`src/rtl/uart_tx_serializer.sv`:
```
// uart_tx_serializer: one-entry holding register feeding a TXC-paced UART frame serializer.
module uart_tx_serializer #(
    parameter int DATA_WIDTH = 8,
    parameter bit PARITY_EN  = 1'b0,
    parameter bit PARITY_ODD = 1'b0,
    parameter int STOP_BITS  = 1
) (
    input  logic                  CLK,
    input  logic                  RST_N,
    input  logic                  TXC,
    input  logic [DATA_WIDTH-1:0] TX_DATA,
    input  logic                  TX_VALID,
    output logic                  TX_READY,
    output logic                  TXD,
    output logic                  BUSY
);
    localparam int CW = $clog2(DATA_WIDTH + 1);
    typedef enum logic [2:0] {IDLE, START, DATA, PARITY, STOP} state_t;
    state_t state, state_nx;
    logic [DATA_WIDTH-1:0] hold, shreg;
    logic [CW-1:0] bit_cnt;
    logic hold_full, par, stop_cnt, data_done, stop_done, load;

    always_ff @(posedge CLK or negedge RST_N)
        if (!RST_N) state <= IDLE;
        else state <= state_nx;

    always_comb begin
        data_done = bit_cnt == CW'(DATA_WIDTH);
        stop_done = (STOP_BITS < 2) || stop_cnt;
        load = TXC && hold_full && (state == IDLE || (state == STOP && stop_done));
        state_nx = state;
        if (TXC)
            case (state)
                IDLE:    state_nx = hold_full ? START : IDLE;
                START:   state_nx = DATA;
                DATA:    state_nx = !data_done ? DATA : PARITY_EN ? PARITY : STOP;
                PARITY:  state_nx = STOP;
                STOP:    state_nx = !stop_done ? STOP : hold_full ? START : IDLE;
                default: state_nx = IDLE;
            endcase
    end

    always_comb begin
        TX_READY = ~hold_full;
        BUSY = state != IDLE || hold_full;
    end

    // Parity is latched at load so the shift register can be consumed bit by bit.
    always_ff @(posedge CLK or negedge RST_N)
        if (!RST_N) begin
            hold      <= '0;
            shreg     <= '0;
            hold_full <= 1'b0;
            par       <= 1'b0;
            stop_cnt  <= 1'b0;
            bit_cnt   <= '0;
            TXD       <= 1'b1;
        end else begin
            if (TX_VALID && !hold_full) begin
                hold      <= TX_DATA;
                hold_full <= 1'b1;
            end else if (load)
                hold_full <= 1'b0;
            if (TXC && state == STOP)
                stop_cnt <= !stop_done;
            if (load) begin
                shreg <= hold;
                par   <= (^hold) ^ PARITY_ODD;
                TXD   <= 1'b0;
            end else if (TXC)
                case (state)
                    START: begin
                        TXD     <= shreg[0];
                        shreg   <= shreg >> 1;
                        bit_cnt <= CW'(1);
                    end
                    DATA:
                        if (!data_done) begin
                            TXD     <= shreg[0];
                            shreg   <= shreg >> 1;
                            bit_cnt <= bit_cnt + CW'(1);
                        end else
                            TXD <= PARITY_EN ? par : 1'b1;
                    default: TXD <= 1'b1;
                endcase
        end
endmodule

```
`config.mk`:
```
export PLATFORM = sky130hd
export DESIGN_NAME = uart_tx_serializer
export DESIGN_NICKNAME = d
export VERILOG_FILES = /design/src/rtl/uart_tx_serializer.sv
export SDC_FILE = /design/constraint.sdc
export NUM_CORES = 1
export LEC_CHECK = 0
export ABC_AREA = 1
export CAP_MARGIN = 15
export CELL_PAD_IN_SITES_DETAIL_PLACEMENT = 0
export CELL_PAD_IN_SITES_GLOBAL_PLACEMENT = 2
export CORE_ASPECT_RATIO = 0.9
export CORE_UTILIZATION = 38
export CTS_BUF_LIST = sky130_fd_sc_hd__clkbuf_2
export DETAILED_ROUTE_END_ITERATION = 16
export GPL_ROUTABILITY_DRIVEN = 0
export PLACE_DENSITY = 0.83
export SLEW_MARGIN = 20
export SYNTH_ARGS = -nofsm -noshare
export SYNTH_HDL_FRONTEND = slang
export SYNTH_SLANG_ARGS = --single-unit
```
`constraint.sdc`:
```
create_clock -name CLK -period 2.6 [get_ports CLK]
set_clock_uncertainty 0.15 [all_clocks]
set_input_delay 0.52 -clock CLK [delete_from_list [all_inputs] [get_ports CLK]]
set_output_delay 0.52 -clock CLK [all_outputs]
set_load 0.1 [all_outputs]
```
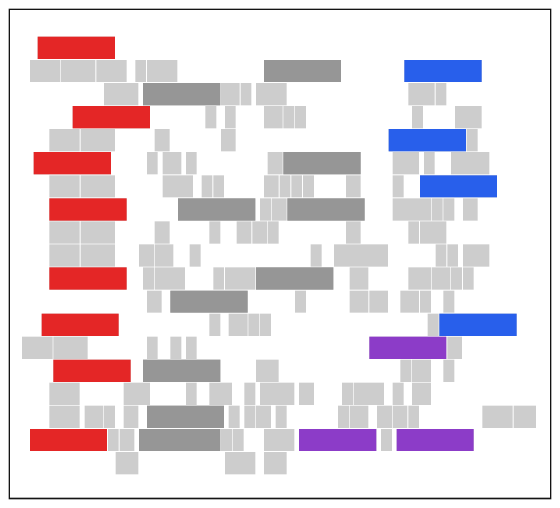
Figure 1: run 1, sequential cells coloured by netlist name.
Other sequential cells in the stronger grey, the rest of the logic in the fainter grey.
Red stands for `hold`, sequential cells 8. Purple stands for `state`, sequential cells 3. Blue stands for `bit_cnt`, sequential cells 4.
Another 10 sequential cells are not coloured.
Reg area: 626.9 µm²
final core occ: 47.29%
Seq/total area: 41.92%

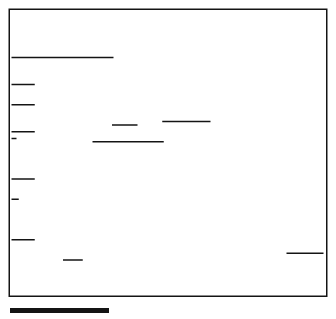
Figure 2: run 1, met3 routing.
The bar under the picture is 20 µm long.
The longest straight run is 20.2 µm. The layer holds 3.6% of the routed length. 11 nets have wire on it. The layer carries 83.0 µm of wire. The wires run mostly horizontal.

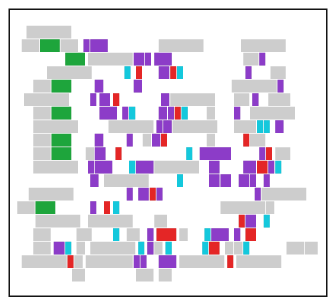
Figure 3: run 1, gate-type map.
Green stands for mux cells, cells 7. Red stands for nor cells, cells 17. Purple stands for nand cells, cells 55. Cyan stands for inv cells, cells 19.

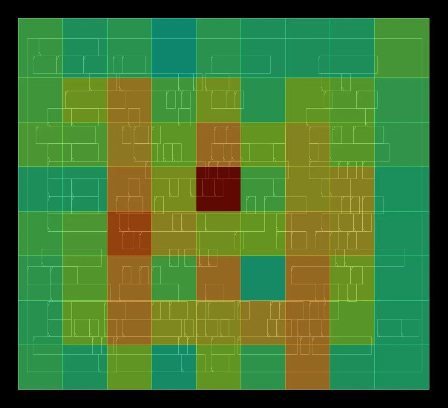
Figure 4: run 1, congestion heat map.
GRT met3 Usage: 3.600%
met2 GRT Util: 24.77%
global route hottest layer: met2

==> reports/metrics.cfg, run 1 <==
[yosys]
edf_count = 0
top_cells_by_area = dfrtp_1 (46%), nand2_1 (7.5%), mux2_2 (6.1%), inv_1 (4.9%), nand2_2 (4.8%)
ys_seq_share_pct = 48.17
simple_gate_area_share_pct = 29.23
netlist.area_leader.share_pct = 46.15
ff_type = dfrtp_1
syn_area_um2 = 1301
ys_sh_xor_pct = 1.346

[clock_network]
cts.sinks = 25
cts_root_buffer = clkbuf_2

[critical_path]
cp_cell_sequence = nor2_2, nand3_2, buf_4
critPathMaxStageDelay_ns = 0.49
r2r.worst_path.cells = 9
reg2reg_from = bit_cnt[0]

[placement]
placed_area_um2 = 1475
port_buffers = 14

[power_and_ir_drop]
p_sw_share_pct = 47.46
power_frac_comb_pct = 51.8
power_switching_w = 0.0007975

[finish]
largestRegisters = hold x8, shreg x8, bit_cnt x4
lay_top_count = nand2_1
n_all_inverters = 19
logic_gates = 94
instances_no_fill = 200
clockBufferCount = 3

[timing]
tightest_slew_ns = 0.3864
hold_ws_ns = 0.3305
fin_crit_ns = 2.024

[routing]
routed-wl-met3_um = 83
ant_nets = 0
dr.pass1.iters = 4

[outcome]
status = finished clean

[global_routing]
grt_antenna_before_repair = 0
grt_start_max_net_pins = 26

[floorplanning]
num_rows = 19

Figure 5. Metal 2 (run 1).
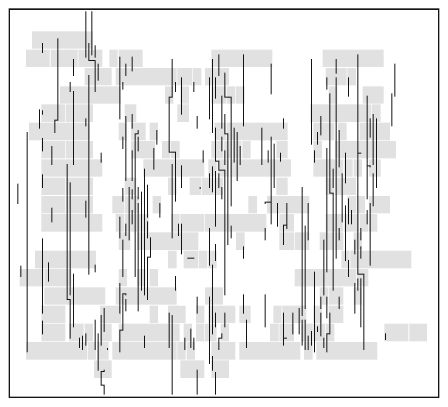

==> run 2: changes to the inputs <==
CORE_UTILIZATION = 32   (was 38)
PLACE_DENSITY = 0.74   (was 0.83)
clock period = 1.6 ns   (was 2.6 ns; I/O delays follow)
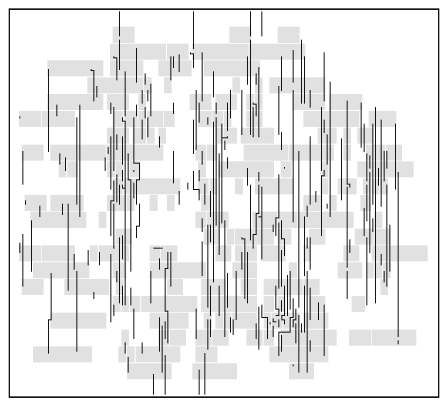
Figure 6: run 2, metal 2.
The layer carries 1340 µm of wire. The wires run mostly vertical.

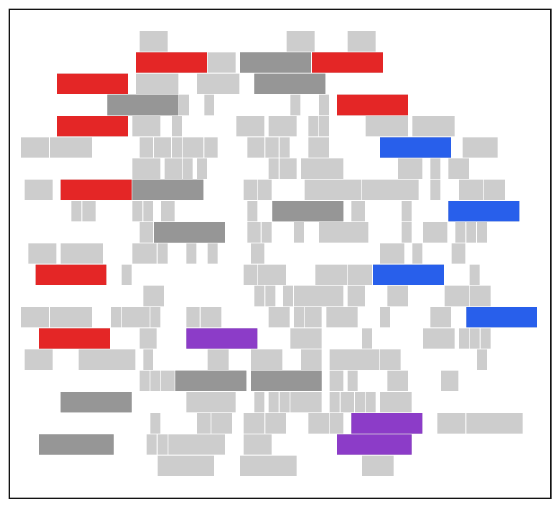
Figure 7: run 2, sequential cells coloured by netlist name.
Other sequential cells in the stronger grey, the rest of the logic in the fainter grey.
Blue stands for `bit_cnt`, sequential cells 4, where right middle. Purple stands for `state`, sequential cells 3. Red stands for `hold`, sequential cells 8.
Seq. pwr: 0.00106 W
Reg area: 628.1 µm²

==> run 2 against run 1 <==
Against the previous run:
- largest cell class is now combinational gates
- global-route usage down 0.79 points
- register-to-register slack lost 0.94 ns
- utilization is 1.0 points higher
- sequential share of layout area down 7.8 points
- synthesized area unchanged
- wire length rose by 23%
- the flow now finishes with violations (negative setup slack)
==> reports/metrics.cfg, run 2 <==
[outcome]
status = finished with violations
failed_checks = negative setup slack

[placement]
port_buffers = 14
dp_slack_ns = -0.1239
place_inst = 209
dpl.hpwl_um = 1834
placed_area_um2 = 1637

[yosys]
ys_sh_xor_pct = 1.346
ys_seq_share_pct = 48.17
ys_seq_elements = 25
edf_count = 0
synthMuxAreaShare_pct = 6.058
top_logic_kind = simple AND/OR/NAND/NOR gates
common_cells = nand2_1 (26), dfrtp_1 (24), inv_1 (17)
top_cells_by_area = dfrtp_1 (46%), nand2_1 (7.5%), mux2_2 (6.1%), inv_1 (4.9%), nand2_2 (4.8%)
synth.distinct_cells = 23
top_area_cell = dfrtp_1
netlist.area_leader.share_pct = 46.15
simple_gate_area_share_pct = 29.23
ys_area_um2 = 1301
ff_type = dfrtp_1
ys_cells = 141
syn_area_um2 = 1301

[timing]
setup_violations = 3
setup_tns_ns = -0.2802
hold_ws_ns = 0.08243
fin_crit_ns = 1.772
setup_ws_ns = -0.1715
tightest_slew_ns = 0.2794
slew_headroom_pct = 81.38

[clock_network]
clk_latency_ns = 0.38
ctsResizeCount = 4
cts.sinks = 25
cts_root_buffer = clkbuf_2
postCtsHoldBufs = 0
clockBufferDepth = 2

[power_and_ir_drop]
power_frac_comb_pct = 61.7
maxPowerGroup = combinational cells
power_switching_w = 0.001574
p_sw_share_pct = 44.76
pg_comb_w = 0.00217
p_seq_share_pct = 30.2
intPower_w = 0.001943
p_clk_w = 0.000283
powerDensity_nw_per_um2 = 1911

[finish]
logic_gates = 96
comb_area_um2 = 694.4
lay_top_count = nand2_1
largestRegisters = hold x8, shreg x8, bit_cnt x4
seq_share_pct = 34.13
instances_no_fill = 224
clockBufferCount = 3
lay_top_cells = nand2_1 (25), dfrtp_1 (23), buf_4 (16)
dominant_cells = combinational gates
final_area_um2 = 1841
n_all_inverters = 19

[routing]
routed-wl-met3_um = 86
dr.pass1.iters = 4
met2_length_um = 1340
ant_nets = 0

[floorplanning]
dieArea_um2 = 4326
ios = 15
num_tap_cells = 46
num_rows = 21
fp_util_pct = 34.15
die_width_um = 69.22

[critical_path]
cp_cell_sequence = inv_2, buf_4, nand3_4, buf_12
cp.required_ns = 1.13
reg2reg_from = hold_full
critPathMaxStageDelay_ns = 0.46
r2r.worst_path.cells = 5
worstPathArrival_ns = 1.30
r2r_slack_ns = 0.02
cp_max_fo = 3

[global_routing]
grt_pass1_wl_um = 4692
grt_antenna_before_repair = 0
grt.busiest_layer = met2
met1_usage_pct = 19.00
grt_start_max_net_pins = 26

[hold_path]
worst_hold_path_type = in2async

[run]
warnings = 30

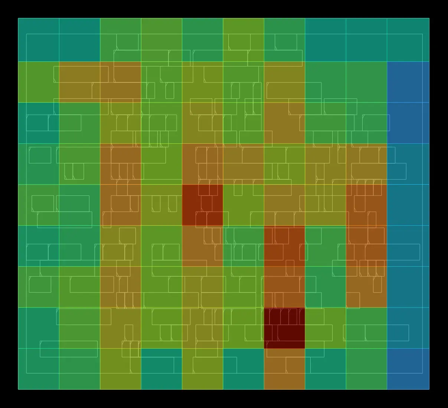
Figure 8: run 2, congestion heat map.
GR Util All Layers: 13.81%
wire per inst: 12.57 µm
final core occ: 48.31%
GRT met3 Usage: 3.871%
met2 GRT Util: 21.24%

Figure 9. Gate-type map (run 2).
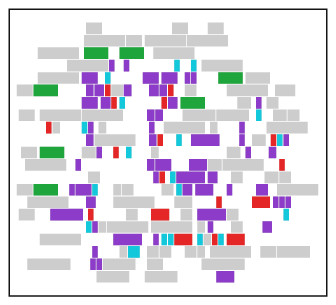

==> run 3: changes to the inputs <==
CORE_MARGIN = 10   (was unset)
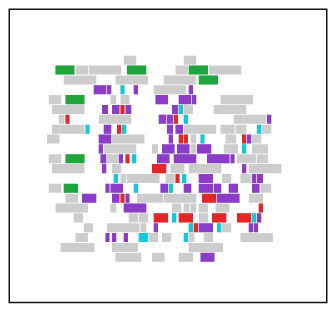
Figure 10: run 3, gate-type map.
Purple stands for nand cells, cells 57. Cyan stands for inv cells, cells 19. Red stands for nor cells, cells 18, where middle. Green stands for mux cells, cells 7.
highest-count logic cell in the final layout: dfrtp_1
Final Non-Filler Cells: 229
multi-input combinational area share: 38.70%

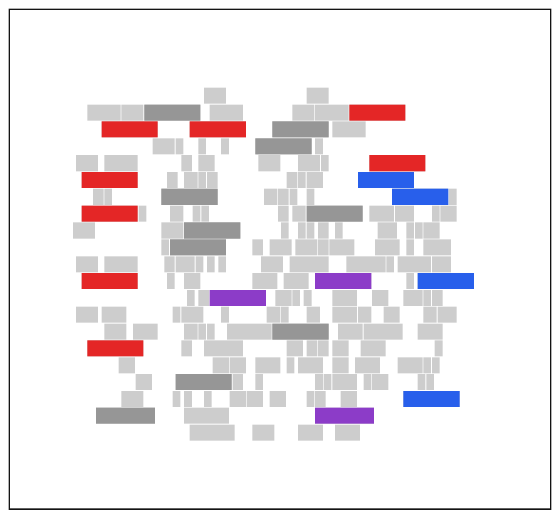
Figure 11: run 3, sequential cells coloured by netlist name.
Other sequential cells in the stronger grey, the rest of the logic in the fainter grey.
Blue stands for `bit_cnt`, sequential cells 4, where right middle. Red stands for `hold`, sequential cells 8. Purple stands for `state`, sequential cells 3.
Another 10 sequential cells are not coloured.

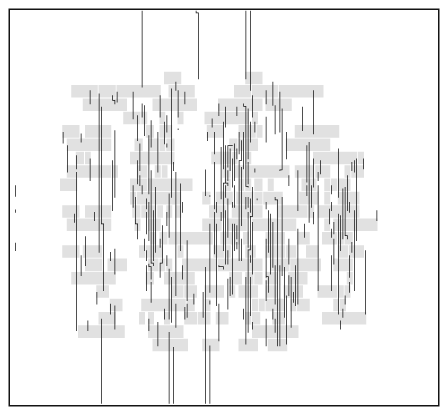
Figure 12: run 3, metal 2.
158 nets have wire on it. The layer holds 49% of the routed length. The longest straight run is 32.3 µm. The layer carries 1530 µm of wire. The wires run mostly vertical.

==> run 3 against run 2 <==
Against the previous run:
- the flow still finishes with violations (negative setup slack)
- maximum frequency grew 3.0%
- register-to-register slack gained 0.04 ns
- sequential share of layout area shrank 0.75 points
- via count grew 0.96%
- worst hold slack gained 0.0041 ns
==> reports/metrics.cfg, run 3 <==
[power_and_ir_drop]
power_frac_comb_pct = 63.3
p_clk_w = 0.000262
pg_comb_w = 0.00230
powerDensity_nw_per_um2 = 1932
intPower_w = 0.001999
p_sw_share_pct = 45.01
maxPowerGroup = combinational cells
p_seq_share_pct = 29.5
power_switching_w = 0.001636

[global_routing]
grt_usage_pct = 9.310
grt_pass1_wl_um = 5250
met1_usage_pct = 11.90
grtUsageMet2_pct = 14.49
grt.busiest_layer = met2
grt_antenna_before_repair = 0

[clock_network]
ctsResizeCount = 7
post_cts_buffers = 9
postCtsHoldBufs = 0
clk_latency_ns = 0.36
clockBufferDepth = 2
cts.sinks = 25
cts_root_buffer = clkbuf_2

[finish]
comb_area_um2 = 728.2
lay_top_cells = dfrtp_1 (23), nand2_1 (22), buf_4 (18)
clockBufferCount = 4
fin_util_pct = 49.39
largestRegisters = hold x8, shreg x8, bit_cnt x4
seq_share_pct = 33.38
n_all_inverters = 19
seqCellArea_um2 = 628.1
final_area_um2 = 1882

[timing]
fin_crit_ns = 1.720
tightest_slew_ns = 0.2493
setup_ws_ns = -0.1200
slew_headroom_pct = 83.38
slew_violations = 0
hold_ws_ns = 0.08649
setup_violations = 2

[yosys]
top_cells_by_area = dfrtp_1 (46%), nand2_1 (7.5%), mux2_2 (6.1%), inv_1 (4.9%), nand2_2 (4.8%)
synthMuxAreaShare_pct = 6.058
ys_seq_share_pct = 48.17
synth.distinct_cells = 23
ys_cells = 141
ys_sh_xor_pct = 1.346
netlist.area_leader.share_pct = 46.15
ff_type = dfrtp_1
simple_gate_area_share_pct = 29.23
ys_area_um2 = 1301
top_area_cell = dfrtp_1
edf_count = 0

[routing]
wire_per_inst_um = 13.70
dr.pass1.iters = 3
met2_length_um = 1530
ant_nets = 0
routed-wl-met3_um = 83

[critical_path]
cp.required_ns = 1.13
critPathMaxStageDelay_ns = 0.49
cp_max_fo = 2
r2r.worst_path.cells = 7
cp_cell_sequence = nor2_4, nand3_4, buf_12
reg2reg_from = state[1]
r2r_slack_ns = 0.06

[hold_path]
worst_hold_path_type = in2async

[floorplanning]
dieArea_um2 = 7020
num_tap_cells = 46
ios = 15
fp_util_pct = 34.15
die_width_um = 87.22
num_rows = 21

[run]
warnings = 30

[outcome]
failed_checks = negative setup slack
status = finished with violations

[placement]
place_inst = 209
dpl.hpwl_um = 2110
placed_area_um2 = 1624

No activity file was given, so power comes from the tool's default toggle rates.
